==> config.mk <==
export PLATFORM = sky130hd
export DESIGN_NAME = vov_integrator
export DESIGN_NICKNAME = d
export VERILOG_FILES = /design/src/rtl/vov_pkg.sv /design/src/rtl/therm_decoder.sv /design/src/rtl/vov_integrator.sv
export SDC_FILE = /design/constraint.sdc
export NUM_CORES = 1
export LEC_CHECK = 0
export CAP_MARGIN = 20
export CORE_AREA = 2 2 53 55
export DETAILED_ROUTE_END_ITERATION = 16
export DIE_AREA = 0 0 55 57
export PLACE_DENSITY = 0.86
export REMOVE_ABC_BUFFERS = 1
export SYNTH_ARGS = -nofsm -noshare
export SYNTH_HDL_FRONTEND = slang
export SYNTH_SLANG_ARGS = --single-unit
==> constraint.sdc <==
create_clock -name clk -period 3.9 [get_ports clk]
set_input_delay 0.78 -clock clk [delete_from_list [all_inputs] [get_ports clk]]
set_output_delay 0.78 -clock clk [all_outputs]
set_load 0.005 [all_outputs]
==> src/rtl/vov_pkg.sv <==
// Shared types and elaboration-time helpers for the VOV integrate-and-fire stage.
package vov_pkg;

  typedef enum logic {INTEG = 1'b0, REFRACT = 1'b1} state_t;

  function automatic int vov_clog2(input int v);
    int r;
    r = 0;
    while ((1 << r) < v) r++;
    return r;
  endfunction

  // Bits needed to hold 0..maxval, never less than one.
  function automatic int width_for(input int maxval);
    int r;
    r = vov_clog2(maxval + 1);
    return (r < 1) ? 1 : r;
  endfunction

  // True when the low k bits are ones packed from the MSB followed by zeros.
  function automatic logic therm_valid(input logic [31:0] v, input int k);
    logic seen_zero;
    logic ok;
    seen_zero = 1'b0;
    ok        = 1'b1;
    for (int i = 31; i >= 0; i--) begin
      if (i < k) begin
        if (!v[i])         seen_zero = 1'b1;
        else if (seen_zero) ok       = 1'b0;
      end
    end
    return ok;
  endfunction

endpackage

==> src/rtl/therm_decoder.sv <==
// Combinational popcount plus thermometer-code validity check for one K-bit vector.
module therm_decoder
  import vov_pkg::*;
#(
  parameter int K  = 4,
  parameter int CW = 3
) (
  input  logic [K-1:0]  i_vec,
  output logic [CW-1:0] o_cnt,
  output logic          o_valid
);

  always_comb begin
    o_cnt = '0;
    for (int i = 0; i < K; i++) o_cnt = o_cnt + CW'(i_vec[i]);
    o_valid = therm_valid(32'(i_vec), K);
  end

endmodule

==> src/rtl/vov_integrator.sv <==
// Frame-sampled thermometer integrator with saturating potential, leak, threshold
// spike and whole-frame refractory period.
module vov_integrator
  import vov_pkg::*;
#(
  parameter int K      = 4,
  parameter int W      = 8,
  parameter int THRESH = 16,
  parameter int LEAK   = 1,
  parameter int REFRAC = 2,
  parameter int ALIGN  = K - 1
) (
  input  logic         clk,
  input  logic         rst_n,
  input  logic         clr,
  input  logic [K-1:0] vov_in,
  output logic         spike,
  output logic         frame_done,
  output logic [W-1:0] pot,
  output logic         refractory,
  output logic         code_err
);

  localparam int CW = width_for(K);
  localparam int PW = width_for(K - 1);
  localparam int RW = width_for(REFRAC);

  logic [PW-1:0] r_phase;
  logic          w_sample;
  logic [CW-1:0] w_cnt;
  logic          w_valid;

  logic          r_s1_valid;
  logic [CW-1:0] r_s1_cnt;
  logic          r_code_err;

  state_t        r_state, w_state_nxt;
  logic [W-1:0]  r_pot, w_pot_nxt;
  logic [RW-1:0] r_rcnt, w_rcnt_nxt;
  logic          r_spike, w_spike_nxt;
  logic          r_fd, w_fd_nxt;

  logic [W:0]    w_sum_ext;
  logic [W-1:0]  w_sum;
  logic [W-1:0]  w_lk;

  assign w_sample = (r_phase == PW'(ALIGN));

  therm_decoder #(.K(K), .CW(CW)) u_dec (
    .i_vec   (vov_in),
    .o_cnt   (w_cnt),
    .o_valid (w_valid)
  );

  // Saturate on the carry out, then floor the leak at zero.
  assign w_sum_ext = {1'b0, r_pot} + (W+1)'(r_s1_cnt);
  assign w_sum     = w_sum_ext[W] ? '1 : w_sum_ext[W-1:0];
  assign w_lk      = (32'(w_sum) > 32'(LEAK)) ? W'(32'(w_sum) - 32'(LEAK)) : '0;

  always_comb begin
    w_state_nxt = r_state;
    w_pot_nxt   = r_pot;
    w_rcnt_nxt  = r_rcnt;
    w_spike_nxt = 1'b0;
    w_fd_nxt    = 1'b0;
    if (r_s1_valid) begin
      w_fd_nxt = 1'b1;
      case (r_state)
        INTEG: begin
          if (32'(w_lk) >= 32'(THRESH)) begin
            w_pot_nxt   = '0;
            w_spike_nxt = 1'b1;
            if (REFRAC != 0) begin
              w_state_nxt = REFRACT;
              w_rcnt_nxt  = RW'(REFRAC);
            end
          end else begin
            w_pot_nxt = w_lk;
          end
        end
        REFRACT: begin
          w_pot_nxt  = '0;
          w_rcnt_nxt = r_rcnt - 1'b1;
          if (r_rcnt == RW'(1)) w_state_nxt = INTEG;
        end
        default: w_state_nxt = INTEG;
      endcase
    end
  end

  always_ff @(posedge clk or negedge rst_n) begin
    if (!rst_n)   r_state <= INTEG;
    else if (clr) r_state <= INTEG;
    else          r_state <= w_state_nxt;
  end

  always_ff @(posedge clk or negedge rst_n) begin
    if (!rst_n) begin
      r_phase    <= '0;
      r_s1_valid <= 1'b0;
      r_s1_cnt   <= '0;
      r_code_err <= 1'b0;
      r_pot      <= '0;
      r_rcnt     <= '0;
      r_spike    <= 1'b0;
      r_fd       <= 1'b0;
    end else if (clr) begin
      r_phase    <= '0;
      r_s1_valid <= 1'b0;
      r_s1_cnt   <= '0;
      r_code_err <= 1'b0;
      r_pot      <= '0;
      r_rcnt     <= '0;
      r_spike    <= 1'b0;
      r_fd       <= 1'b0;
    end else begin
      r_phase    <= (r_phase == PW'(K - 1)) ? '0 : r_phase + 1'b1;
      r_s1_valid <= w_sample;
      if (w_sample) begin
        r_s1_cnt <= w_cnt;
        if (!w_valid) r_code_err <= 1'b1;
      end
      r_pot   <= w_pot_nxt;
      r_rcnt  <= w_rcnt_nxt;
      r_spike <= w_spike_nxt;
      r_fd    <= w_fd_nxt;
    end
  end

  assign spike      = r_spike;
  assign frame_done = r_fd;
  assign pot        = r_pot;
  assign refractory = (r_state == REFRACT);
  assign code_err   = r_code_err;

endmodule

==> images/power_grid.png <==
Drawn at 6 px/µm. Pins as bars on the die edge.
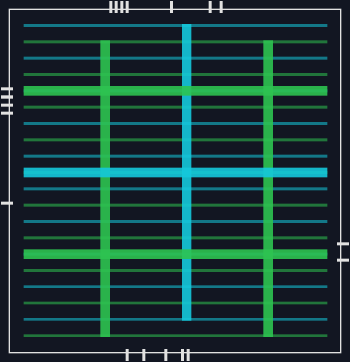
legend:
  VSS:
    colour: green
  VDD:
    colour: cyan
rows: 19
signal pins: 19
met5 straps: 3
met1 rails: 20
met4 straps: 3
area of the core: 2620 µm²
die x size: 55 µm
Chip Height: 57 µm
VDD IR-drop max: 260 µV

==> images/placement_by_type.png <==
Drawn at 4 px/µm. Fill, decap, tap and diode cells in grey.
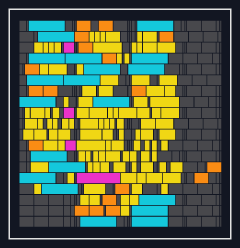
legend:
  other buffers and delay cells:
    colour: orange
    cells: 18
  combinational and other logic:
    colour: yellow
    cells: 107
  flops:
    colour: cyan
    cells: 20
  clock drivers and dummy loads:
    colour: magenta
    cells: 4
final core utilization: 0.600
Finished Cell Area: 1570 µm²

==> images/clk_routes.png <==
Drawn at 10 px/µm.
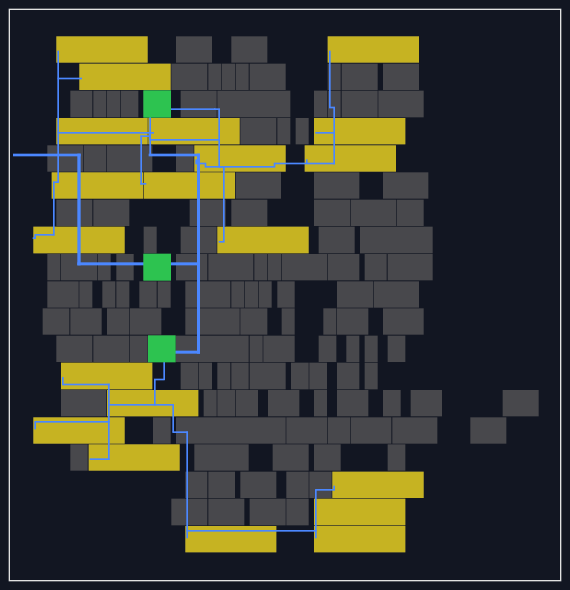
legend:
  clock wires:
    colour: blue
    length: 228 µm
  clock drivers:
    colour: green
    count: 3
  flip-flops:
    colour: yellow
    count: 20
routed clock nets: 4
Skew-Pair Late Insertion Delay: 0.31 ns
Clock Skews: 0.00551 ns
Clk. pwr: 0.169 mW
Clock Power Share: 0.395

==> impl_results.rst <==
Flow metrics
------------

.. list-table::
   :header-rows: 1

   * - Metric
     - Value
   * - Post-synthesis async set-or-reset flop share
     - 1.00
   * - Post-route setup TNS
     - 0 ns
   * - Met2 layer usage reported by global route
     - 0.321
   * - Layout cell share with drive strength beyond 1
     - 0.121
   * - Total power
     - around 0.43 mW
   * - Clock Tree Root
     - clkbuf_4
   * - WHS Path Cells
     - 1
   * - Synthesized area
     - around 1300 µm²
   * - Commonest cells in the synthesized netlist
     - dfrtp_1, nor2_1, ha_1, inv_1
   * - Worst-path clk slew
     - around 0.12 ns
   * - Most area-hungry cell type in the Yosys netlist
     - dfrtp_1
   * - Max-cap violation count
     - 0
   * - TritonCTS clock tree
     - built
   * - Initial detailed-routing violation count
     - 18
   * - Relative contribution of combinational cells to total power
     - 0.107
   * - Worst hold slack across all endpoints
     - 0.441 ns
   * - Share of synthesized cell area in and-or and or-and compound cells
     - 0.169
   * - Fin nets
     - ~170
   * - Via Count
     - ~1000
   * - Average detailed-routed wire length per instance
     - roughly 15 µm
   * - Setup fix buffers added after clock tree synthesis
     - 0
   * - Worst min-delay path class
     - reg2reg
   * - Part of the power in registers
     - 0.498
   * - Number of inserted diodes
     - 0
   * - Capture point of the critical path
     - pot[3]
   * - Sequential share of cell area
     - 0.319
   * - Library cells used by synthesis
     - 39
   * - IO Pins
     - 19
   * - Commonest non-fill, non-tap cell in the layout
     - dfrtp_1
   * - Critical path capture point type
     - flop
   * - Placer's final routability congestion estimate
     - between 0.8 and 0.9
   * - Peak-usage layer in the global routing report
     - met2
   * - Worst setup margin
     - roughly 0.6 ns
   * - M1 WL
     - between 1 and 1.5 mm
   * - Final hold violation count
     - 0
   * - Sequential cell count
     - 20
   * - Die ar.
     - around 3100 µm²
   * - RSZ-0062 raised after global routing
     - no
   * - Post-Synth XOR/XNOR Area
     - 0.0400
   * - GR Util met3
     - 0.0288
   * - Pre-CTS worst setup slack
     - about 0.66 ns
   * - Sum of net half-perimeters after detailed placement
     - 2.16 mm
   * - Vias per Instance
     - between 5 and 6
   * - Chip Area, Yosys
     - between 1000 and 1500 µm²
   * - Gate Area
     - ~760 µm²
   * - Worst Path Class, Setup
     - reg2reg
   * - Max FFs per register
     - 8
   * - Run status
     - complete, no violations
   * - EDFF count, synth
     - 0
   * - Slack of the worst reg-to-reg path
     - about 0.61 ns
   * - Arrival time at the worst endpoint
     - 3.54 ns
   * - Synthesized-area fraction occupied by adder cells
     - 0.116
   * - Depth of the worst register-to-register path
     - 13
   * - End of the worst register-to-register path
     - pot[3]
   * - Final critical delay including setup and external delays
     - about 3.3 ns
   * - Number of non-clock inverters
     - 9
   * - Synth-to-layout area growth
     - 19.2%
   * - Hold path start
     - r_phase[0]
   * - Largest stage delay on the critical path
     - 0.49 ns
   * - Number of standard cells reported by yosys
     - 130
   * - Worst-path cell chain
     - ha_1 -> fa_1 -> a21oi_2 -> nand2b_1 -> nor2_1 -> nor2_1 -> inv_1 -> ha_1 -> o21ai_0 -> a2111oi_2 -> or2b_2 -> nor2_1 -> a32o_1
   * - Levels on crit path
     - 13
   * - Max FO, Critical Path
     - 4
   * - Cells resized by post-CTS repair
     - 0
   * - Placed Instance Area
     - ~1500 µm²
   * - Log Warnings
     - 26
   * - Number of global-route vias before repair
     - about 1000
   * - Power Combinational
     - roughly 0.046 mW
   * - Required time of the critical path
     - approximately 4.2 ns
   * - Power group with the largest share
     - registers
   * - Plain + repair buffers
     - 18
   * - GR Overflow Total
     - 0
   * - Sequential cell area fraction in the yosys report
     - 0.381
   * - Final Non-Filler Cells
     - 180
   * - Highest metal layer with signal wires
     - met4
   * - Top cells by area in the synthesized netlist
     - dfrtp_1, ha_1, nor2_1
   * - Switching power
     - between 0.09 and 0.1 mW
   * - Largest logic family
     - simple AND/OR/NAND/NOR gates
   * - Most frequent cell after synthesis
     - dfrtp_1
   * - Max clock buf depth
     - 2
   * - Amount of wire on met2 after detailed routing
     - roughly 1.4 mm
   * - Met1 track demand over resource
     - 0.250
   * - Number of buffers created by CTS
     - 3
   * - Tightest slew margin relative to the limit
     - 0.403
   * - Clk sinks
     - 20
   * - Met3 layer wire length in the routed design
     - 45 µm
   * - Power density relative to cell area
     - 274 nW/µm²
   * - Layout clock buffers
     - 3
   * - CP delay by family, top
     - simple AND/OR/NAND/NOR gates
   * - Yosys warnings
     - 0
   * - Antenna violation net count after detailed routing
     - 0
   * - Buffers added on ports
     - 18
   * - Measured slew at the worst slew-check pin
     - roughly 0.9 ns
   * - Largest net degree at the start of global routing
     - 21
   * - Reg2reg start
     - pot[0]
   * - Number of buffer and inverter stages on the critical path
     - 1
   * - Cell count after placement
     - ~180
   * - Switching Share
     - 0.218
   * - Remaining design rule violation count
     - 0
   * - Sequential cell area
     - roughly 500 µm²
   * - Buffering overhead
     - 0.115
   * - GRT Util Overall
     - 0.196
   * - Antenna violations before repair
     - 0
   * - Inserted tap cell count
     - 31
   * - Synth Instances
     - between 100 and 150
   * - Final-layout clock-cell area share
     - 0.0335
   * - Launch point of the critical path
     - pot[0]
   * - Area fraction in and, or, nand and nor cells
     - 0.191
   * - First drt pass iteration count
     - 4
   * - Syn avg cell area
     - ~10 µm²
   * - Final worst-path cycle share
     - 0.844
   * - Setup-violating endpoint count in the final report
     - 0
   * - Comb area share
     - 0.486
   * - Std-Cell Rows
     - 19
   * - Initial standard-cell utilization of the core
     - 0.503
   * - Dominant register cell in the synthesized netlist
     - dfrtp_1
   * - Maximum operating frequency
     - approximately 300 MHz
   * - Post-synth regs
     - 20
   * - Final Max-Slew Violation Tally
     - 0
   * - Destination of the worst hold path
     - r_phase[0]
   * - Multi-input comb cells
     - between 90 and 100
   * - Hold_buf cts
     - 0
   * - Total sequential power
     - between 0.2 and 0.25 mW
   * - Top library cells by usage in the layout, fill and taps aside
     - dfrtp_1, clkdlybuf4s50_1, nor2_1
   * - Overall routed net length
     - ~2.7 mm
   * - Biggest cell category by area in the final layout
     - multi-input combinational cells
   * - H-tree depth
     - 1
   * - Top-area cell share
     - 0.381
   * - Standard cell with the maximum stage delay on the critical path
     - fa_1
   * - Crit-path most repeated cell
     - nor2_1
   * - Leak
     - between 0.7 and 0.8 nW
   * - Mux share of post-synthesis cell area
     - 0.0628
   * - Launching element type of the critical path
     - flop
   * - Fill count
     - between 200 and 250
   * - Int Pwr
     - about 0.34 mW
   * - Global-route wire length before repair
     - 4.51 mm
Power is estimated from default activity; no workload was simulated.
